Design axi_checker_sequencer_flat, sky130hd; sources not shown.
==> run_1/placement_by_type.png <==
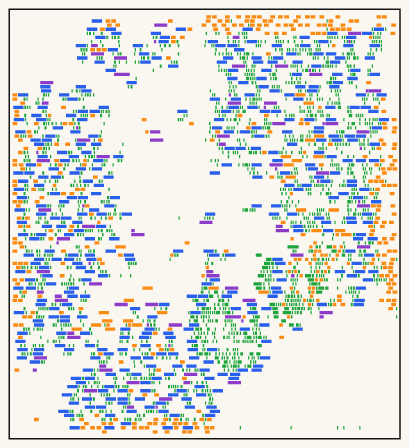
combinational and other logic -> green  # cells 1771
flops -> blue  # cells 406
other buffers and delay cells -> orange  # cells 412
clock drivers and dummy loads -> purple  # cells 87
core area: 70830 um^2
post-layout util: 32.00%
flip-flop and latch share of the layout cell area: 35.85%
cell area after layout: 22670 um^2
Cell Rows: 102

==> run_1/layer_met3.png <==
Scale bar: 100 um.
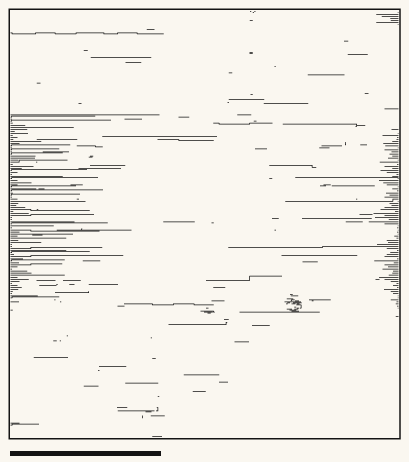
longest straight run = 98.4 um
wire length on this layer = 4230 um
wirelength, routed: 55.21 mm
detailed-route via count: 15198
Global Route met3 Usage: 4.841%

==> run_1/cell_density.png <==
The die is cut into 26 by 28 equal tiles; white is low, dark blue is high, 0 to 100% covered.
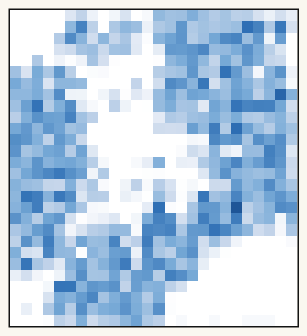
tiles over 75% full = 0.40%
fullest tile = 85%
mean over tiles = 29%
nearly empty tiles = 25%
starting density of the core: 23.37%

==> run_1/placement.png <==
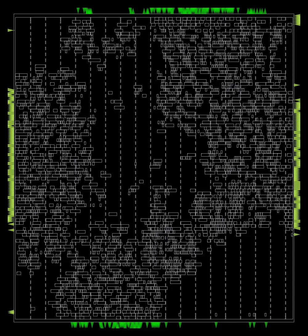
sequential cells: 406
Well Taps: 936
number of fill cells: 7559
final instance count without filler cells: 3614

==> reports/highlights.md, run 1 <==
### Placed design
- 0.8184 — Placer Congestion

### Power
- 0.002896 W — Psw
- 0.008428 W — Int Power
- 25.57% — sw frac
- 44.7% — portion of total power attributed to sequential cells
- 0.01132 W — PnR Total Power
- 499.5 nW/um^2 — Power Dens Cells

### Final layout
- 2793 — number of nets in the final layout

### Clock tree
- built — TritonCTS clock tree
- sky130_fd_sc_hd__clkbuf_16 — cell at the root of the clock tree
- 3 — maximum number of buffers from clock root to sink
- 48 — Num CTS Buffers
- 0 — buffer count from post-CTS setup fixing
- 0 — post-cts hold buffer count

### Final timing
- 0 — Hold Violations, Final
- 0 — endpoints failing setup
- 3.085 ns — final period demand of the worst path
- false — RSZ-0062 raised after global routing

### Worst hold path
- 2 — cell depth of the worst hold path
- reg2reg — min-delay worst type

### Routing
- 892 — initial detailed-routing violation count
- 0 — number of nets with antenna violations after detailed routing

### Run
- 36 — Tool Warnings
- 0 — Max Cap Violations

### Setup path
- 0.87 ns — delay contributed by the slowest stage of the critical path
- 19 — length in cells of the worst reg-to-reg path
- nor2_1 > nand3_1 > clkdlybuf4s50_1 — ordered cell list for the critical path
- 2.24 ns — arrival time reported for the critical path endpoint
- reg2out — type of the worst setup path
- sky130_fd_sc_hd__clkdlybuf4s50_1 — cell type of the slowest stage on the worst timing path
- 2.52 ns — required time of the critical path
- output pin — Setup crit end kind

### Yosys
- 2342 — number of cell instances after yosys synthesis
- 49.10% — share of the yosys chip area belonging to registers
- 406 — post-synthesis sequential element count
- sky130_fd_sc_hd__dfxtp_1 49%, sky130_fd_sc_hd__nor2_1 17%, sky130_fd_sc_hd__nand2_1 9.9%, sky130_fd_sc_hd__o21ai_0 7.3%, sky130_fd_sc_hd__inv_1 3.6% — Largest cells by area
- sky130_fd_sc_hd__dfxtp_1 — area leader, netlist
- 49.10% — fraction of post-synthesis cell area in the top cell type by area
- 7.068 um^2 — post-synthesis area per instance
- 16550 um^2 — Netlist Area Pre-Place
- 6 — Yosys warning count

### Status
- complete, no violations — run status

### Floorplanning
- 257.8 um — Die X-Extent
- 334 — # IOs

## run 1: layer usage
metal	global-route usage, %	share of wire, %	vias to the layer above	wire length, um
li1	-	-	7768	-
met1	18.47	44	6941	24450
met2	24.15	45	393	25090
met3	4.841	7.7	88	4228
met4	4.438	2.5	8	1396
met5	0	0.092	-	51
## run 1: per-stage QoR
| step | hold slack [ns] | cell area (um^2) | setup slack [ns] | cells |
|---|---|---|---|---|
| global placement | 0.4407 | 21100 | -0.1531 | 3525 |
| global route | 0.4745 | 22670 | 0.09949 | 3614 |
| detailed placement | 0.4482 | 21100 | -0.1291 | 3525 |
| CTS | 0.4552 | 22660 | 0.2111 | 3612 |
| floorplan | 0.4374 | 16590 | 0.4521 | 2351 |
| finish | 0.4520 | 22670 | 0.2751 | 3614 |
## run 1: layout make-up
class	instances	area, um^2
clock inverters	12	137.6
well taps	936	1171
clock buffers	75	1423
flip-flops and latches	406	8128
diodes	2	5.005
multi-input cells	1605	6933
fillers	7559	48160
repair buffers	412	4239
inverters	166	633.1
## run 1: Yosys cell counts, drive strengths merged
cell and instances:
o31ai 2, o21a 1, xnor2 7, o21ai 259, xor2 20, mux2i 2, a21oi 6, nand2 438
a31oi 1, o211ai 29, nand4 10, dfxtp 406, ha 11, or2 1, nor2 752, buf 82
nor3 12, nand3 42, clkbuf 92, conb 3, inv 166
## run 1: cells by family after synthesis
family | synth area share, %
adders and majority gates | 0.8314
xor gates and xnor gates | 1.429
muxes | 0.1209
buffers and inverters | 9.441
other | 0.06802
AOI/OAI and AO/OA | 9.569
DFF | 49.10
and+or+nand+nor | 29.44
## run 1: critical path, delay by kind of cell, from the launching register on
family | cells | cell delay [ns]
AND/OR/NAND/NOR | 2 | 0.31
flip-flops | 1 | 0.47
buffers and inverters | 1 | 0.87
==> inputs of run 2 (changes only) <==
CORE_MARGIN = 2   (was not set)
==> run_2/cell_density.png <==
The die is cut into 26 by 29 equal tiles; white is low, dark blue is high, 0 to 100% covered.
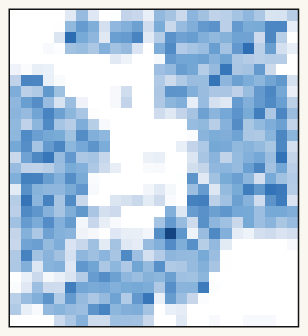
nearly empty tiles = 25%
fullest tile = 92%
tiles over 75% full = 0.30%
mean over tiles = 29%
post-layout util: 31.81%
starting density of the core: 23.14%
core area: 71520 um^2

==> run 2 against run 1 <==
  * Critical path depth unchanged
  * Combinational power about the same
  * Via count decreased by 2.4%
  * Sequential power about the same
  * Clock-buffer cell count decreased by 10
  * Setup slack got worse by 0.016 ns
==> reports/highlights.md, run 2 <==
### Final layout
- 30.45% — multi-input gate share of the layout cell area
- 8128 um^2 — area taken by flip-flops and latches
- 18.71% — non-clock buffering overhead in the final layout
- 2802 — number of nets in the final layout
- 7.137% — area fraction of clock buffers and clock inverters
- 1605 — multi-input gate count
- 1 — number of diodes
- 6928 um^2 — combinational gate area
- 421 — non-clock buffer total of the final layout
- flip-flops and latches — Leading cell kind

### Yosys
- 49.10% — share of the yosys chip area belonging to registers
- 406 — post-synthesis sequential element count
- 6 — Yosys warning count
- sky130_fd_sc_hd__dfxtp_1 49%, sky130_fd_sc_hd__nor2_1 17%, sky130_fd_sc_hd__nand2_1 9.9%, sky130_fd_sc_hd__o21ai_0 7.3%, sky130_fd_sc_hd__inv_1 3.6% — Largest cells by area
- 7.068 um^2 — post-synthesis area per instance
- sky130_fd_sc_hd__dfxtp_1 — area leader, netlist
- 0% — share of flip-flops with an asynchronous set or reset after synthesis

### Setup path
- sky130_fd_sc_hd__clkdlybuf4s50_1 — cell type of the slowest stage on the worst timing path
- reg2out — type of the worst setup path
- 0.88 ns — delay contributed by the slowest stage of the critical path
- inv_2 > nand3_1 > clkdlybuf4s50_1 — ordered cell list for the critical path

### Worst hold path
- reg2reg — min-delay worst type
- 2 — cell depth of the worst hold path

### Clock tree
- 0 — post-cts hold buffer count
- sky130_fd_sc_hd__clkbuf_16 — cell at the root of the clock tree
- 0 — buffer count from post-CTS setup fixing
- 3 — maximum number of buffers from clock root to sink

### Run
- 0 — Max Cap Violations

### Floorplanning
- 259.8 um — Die X-Extent
- 945 — Well Taps

### Final timing
- false — RSZ-0062 raised after global routing
- 0.4495 ns — Post-Route Hold Slack
- 0 — endpoints failing setup

### Routing
- 800 — initial detailed-routing violation count
- 0 — number of nets with antenna violations after detailed routing

### Placed design
- 0.8142 — Placer Congestion
- 3543 — Placed Cells
- 21130 um^2 — cell area reported after detailed placement

### Power
- 0.01151 W — PnR Total Power

### Status
- complete, no violations — run status

==> run_2/placement.png <==
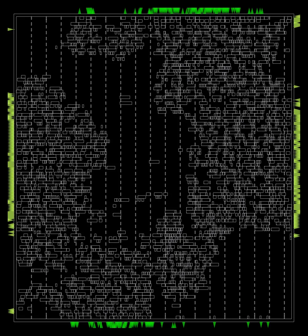
flip-flop and latch share of the layout cell area: 35.72%
Cell Rows: 103
number of fill cells: 7763

==> run 2: cell count changes in the layout (fill, tap and decap cells not counted), moves of 2 or more <==
cell                       previous run  this run
sky130_fd_sc_hd__buf_12              27        23
sky130_fd_sc_hd__buf_4               62        75
sky130_fd_sc_hd__clkbuf_1            15         4
sky130_fd_sc_hd__clkinv_2             5        12
sky130_fd_sc_hd__clkinv_4             2         0
sky130_fd_sc_hd__inv_6                0         3
==> run 2: kinds of logic (layout without fill, tap and decap cells) <==
| kind of cell | Yosys count | count (layout) | synth area share, % |
|---|---|---|---|
| buffers and inverters | 340 | 674 | 9.441 |
| AND/OR/NAND/NOR | 1255 | 1255 | 29.44 |
| other | 3 | 13 | 0.06802 |
| XOR/XNOR | 27 | 27 | 1.429 |
| flip-flops | 406 | 406 | 49.10 |
| multiplexers | 2 | 2 | 0.1209 |
| AND-OR/OR-AND | 298 | 298 | 9.569 |
| adder cells (fa/ha/maj) | 11 | 11 | 0.8314 |
==> run 2: power breakdown <==
part           switching (W)  internal [W]  total (W)  leakage (nW)
Clock                0.00223       0.00308    0.00531         0.802
Sequential         0.0000801       0.00497    0.00505          3.29
Combinational       0.000676      0.000465    0.00114          6.04
Total                0.00299       0.00852     0.0115          10.1
==> run 2: routing by layer <==
layer,vias up,part of all wire [%],track usage (%)
met5,-,0,0
met4,0,1.5,3.290
met3,61,8.1,4.827
met2,341,46,23.66
met1,6640,45,18.68
li1,7788,-,-
==> run 2: critical path: cells and delay by family (launching register included) <==
family / cells / cell delay, ns
buffers and inverters: 2 / 0.96
flip-flops: 1 / 0.52
AND/OR/NAND/NOR: 1 / 0.20
Power and IR drop assume default switching activity.
